==> config.mk <==
export PLATFORM = sky130hd
export DESIGN_NAME = fifo_byte_serializer
export DESIGN_NICKNAME = d
export VERILOG_FILES = /design/src/rtl/fifo_byte_serializer.sv
export SDC_FILE = /design/constraint.sdc
export NUM_CORES = 1
export LEC_CHECK = 0
export ABC_AREA = 1
export CORE_UTILIZATION = 49
export CTS_CLUSTER_SIZE = 28
export DETAILED_ROUTE_END_ITERATION = 16
export PLACE_DENSITY = 0.82
export SYNTH_ARGS = -nofsm -noshare
export SYNTH_HDL_FRONTEND = slang
export SYNTH_SLANG_ARGS = --single-unit
==> constraint.sdc <==
create_clock -name clk -period 2.49 [get_ports clk]
set_clock_uncertainty 0.15 [all_clocks]
set_input_delay 0.747 -clock clk [delete_from_list [all_inputs] [get_ports clk]]
set_output_delay 0.747 -clock clk [all_outputs]
set_load 0.02 [all_outputs]
==> src/rtl/fifo_byte_serializer.sv <==
`default_nettype none
// ============================================================================
// fifo_byte_serializer : pops WIDTH-bit words from a FIFO and emits them as an
// MSB-first byte stream with valid/ready handshaking.      Rev 1.0
// ============================================================================
module fifo_byte_serializer #(
  parameter int WIDTH = 16
) (
  input  logic             clk,
  input  logic             rst,
  input  logic             fifo_empty,
  output logic             fifo_rd_en,
  input  logic [WIDTH-1:0] fifo_dout,
  output logic [7:0]       m_data,
  output logic             m_valid,
  input  logic             m_ready,
  output logic             m_last,
  output logic [15:0]      word_cnt
);

  localparam int NBYTES = WIDTH / 8;
  localparam int IDXW   = (NBYTES > 1) ? $clog2(NBYTES) : 1;
  localparam logic [IDXW-1:0] LAST_IDX = IDXW'(NBYTES - 1);

  typedef enum logic [1:0] {
    IDLE  = 2'd0,
    FETCH = 2'd1,
    SEND  = 2'd2
  } state_t;

  state_t           state;
  logic [IDXW-1:0]  byte_idx;
  logic [WIDTH-1:0] shreg;
  logic             at_last;
  logic             handshake;

  // Outputs are gated by rst so they read as idle during the reset cycle itself.
  assign at_last    = (byte_idx == LAST_IDX);
  assign m_valid    = !rst && (state == SEND);
  assign m_last     = m_valid && at_last;
  assign m_data     = m_valid ? shreg[WIDTH-1 -: 8] : 8'h00;
  assign handshake  = m_valid && m_ready;
  assign fifo_rd_en = !rst && !fifo_empty &&
                      ((state == IDLE) || (handshake && at_last));

  always_ff @(posedge clk) begin
    if (rst) begin
      state    <= IDLE;
      byte_idx <= '0;
      shreg    <= '0;
      word_cnt <= 16'h0000;
    end else begin
      case (state)
        IDLE: begin
          if (fifo_rd_en) state <= FETCH;
        end
        FETCH: begin
          shreg    <= fifo_dout;
          byte_idx <= '0;
          state    <= SEND;
        end
        SEND: begin
          if (m_ready) begin
            if (at_last) begin
              word_cnt <= word_cnt + 16'd1;
              // Chain straight into the next fetch when a word is waiting.
              state    <= fifo_rd_en ? FETCH : IDLE;
            end else begin
              shreg    <= shreg << 8;
              byte_idx <= byte_idx + IDXW'(1);
            end
          end
        end
        default: state <= IDLE;
      endcase
    end
  end

endmodule
`default_nettype wire

==> impl_metrics.json <==
{
  "stdcell_area_um2": 2315,
  "drt_wl_total_um": 3809,
  "path_clk_slew_ns": 0.10,
  "critPathArrivalTime_ns": 1.56,
  "hold_violations": 0,
  "antenna_cells": 0,
  "period_needed_ns": 2.453,
  "fmax_ghz": 0.4077,
  "hold_buffers": 0,
  "hold_depth": 2,
  "clock_path_buffers": 2,
  "relSlewSlack_pct": 70.42,
  "min_path_type": "register to register",
  "swShare_pct": 26.01,
  "ff_type": "dfxtp_1",
  "final_cell_mix": "nand2_1 (51), dfxtp_1 (35), nor2_1 (34)",
  "worstMarginPinSlew_ns": 0.4427,
  "ant_nets": 0,
  "intPower_mw": 0.8727,
  "top_area_cell": "dfxtp_1",
  "syn_area_um2": 1683,
  "worstReg2RegEnd": "shreg[4]$_SDFFE_PP0P_",
  "ys_ff": 35,
  "syn_area_per_cell_um2": 6.983,
  "rsz0062_at_grt": "no",
  "post-cts-setup-buffer-count": 0,
  "seqPwrFrac_pct": 51.3,
  "warnings": 26,
  "grt_pass1_wl_um": 6175,
  "fp-utilization_pct": 53.37,
  "switchingPower_mw": 0.3068,
  "grt_antenna_before_repair": 0,
  "final_common_cell": "nand2_1",
  "yosys_area_um2": 1683,
  "finalWeightedCongestion": 0.7881,
  "finalClockPeriodUsage_pct": 98.50,
  "timing.rr.start": "state[0]$_SDFFE_PP0P_",
  "p_clk_share_pct": 35.2,
  "critPathRequiredTime_ns": 1.59,
  "status": "finished, final reports clean",
  "dp_hpwl_um": 2710
}
-- worst max-delay path, cell delays in order --
cell             delay, ns
clkdlybuf4s15_2       0.21
nand2_2               0.08
a2111oi_4             0.32
buf_4                 0.20
-- cells in the mapped netlist (2+ instances only) --
cell type	n
a2111oi_0	2
a21oi_1	28
buf_2	2
clkbuf_1	4
dfxtp_1	35
inv_1	30
nand2_1	52
nand2_4	2
nand3_1	9
nand4_1	3
nor2_1	36
nor2_4	2
nor2_8	2
o21ai_0	22
-- cell type report --
cell class / count / area, µm² / share of cell area [%]
Clock inverter: 3 / 43.79 / 1.892
Clock buffer: 5 / 37.54 / 1.622
Inverter: 32 / 125.1 / 5.405
Tap cell: 44 / 55.05 / 2.378
Timing Repair Buffer: 56 / 491.7 / 21.24
Sequential cell: 35 / 700.7 / 30.27
Multi-Input combinational cell: 167 / 860.8 / 37.19
-- layer usage --
layer  up-vias  GRT usage (%)  wire length, µm
li1        880              -                -
met1       715          30.04             1815
met2        33          35.01             1736
met3         9          7.463              185
met4         0          9.416               70
met5         -              0                0
-- worst max path at each step --
stage                  from          to  slack, ns
floorplan               rst   m_data[1]      0.001
global placement    m_ready  fifo_rd_en      -0.76
detailed placement  m_ready  fifo_rd_en      -0.76
CTS                     rst   m_data[5]     0.0007
global route        m_ready  fifo_rd_en      0.006
finish              m_ready  fifo_rd_en       0.04
-- power groups by stage --
| stage | Clock, mW | Combinational [mW] | Sequential [mW] |
|---|---|---|---|
| 5_1_grt | 0.444 | 0.179 | 0.608 |
| 3_3_place_gp | 0 | 0.156 | 0.615 |
| 4_1_cts | 0.417 | 0.159 | 0.604 |
| 3_5_place_dp | 0 | 0.158 | 0.616 |
| 6_report | 0.415 | 0.160 | 0.605 |
| 2_1_floorplan | 0 | 0.0955 | 0.613 |
-- state kept, by name (all words and copies together), names as in the netlist --
register and cells:
state 2, word_cnt 16, shreg 16, at_last 1
-- logic make-up (layout without fill, tap and decap cells) --
kind of cell	after synthesis	after routing	share of synthesized area (%)
simple gates	110	110	30.26
compound gates	55	55	17.77
fa+ha+maj	1	1	0.7434
xor+xnor	1	1	0.5205
flops	35	35	41.64
buf+inv	39	96	9.070
-- what timing repair did --
item	in CTS	in global routing
pin swaps	3	1
endpoints found under the setup margin	11	5
resized	51	4
-- metrics by stage --
| stage | instances | setup WS, ns | power, mW | hold slack (ns) | util [%] |
|---|---|---|---|---|---|
| finish | 342 | 0.03723 | 1.179 | 0.3064 | 73.41 |
| global route | 342 | 0.005543 | 1.231 | 0.3313 | 73.41 |
| CTS | 342 | 0.0006646 | 1.180 | 0.3077 | 73.97 |
| detailed placement | 334 | -0.7615 | 0.7743 | 0.2923 | 71.63 |
| global placement | 334 | -0.7631 | 0.7709 | 0.2882 | 71.63 |
| floorplan | 241 | 0.0009899 | 0.7086 | 0.2800 | - |
Figure 1. Met3 routing.
Bar = 20 µm.
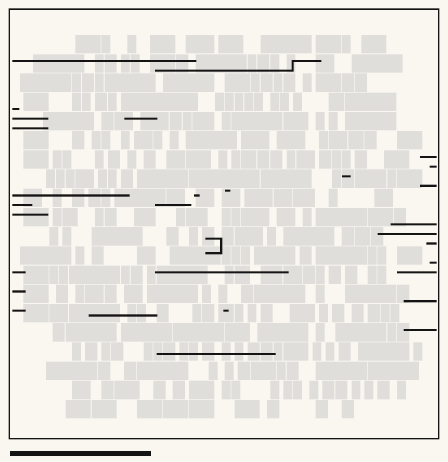
- longest straight run: 25.8 µm
- share of all routed wire: 4.9%

Figure 2. Cell placement.
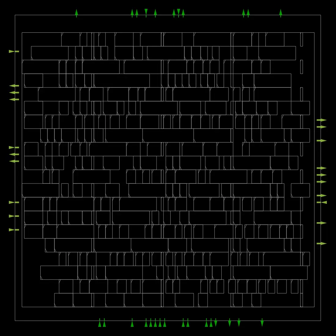
# fillers: 283
final design utilization: 73.41%
Seq area share: 30.27%
Core Rows: 20

Power figures rest on the tool's default switching activity, not on a simulated workload.
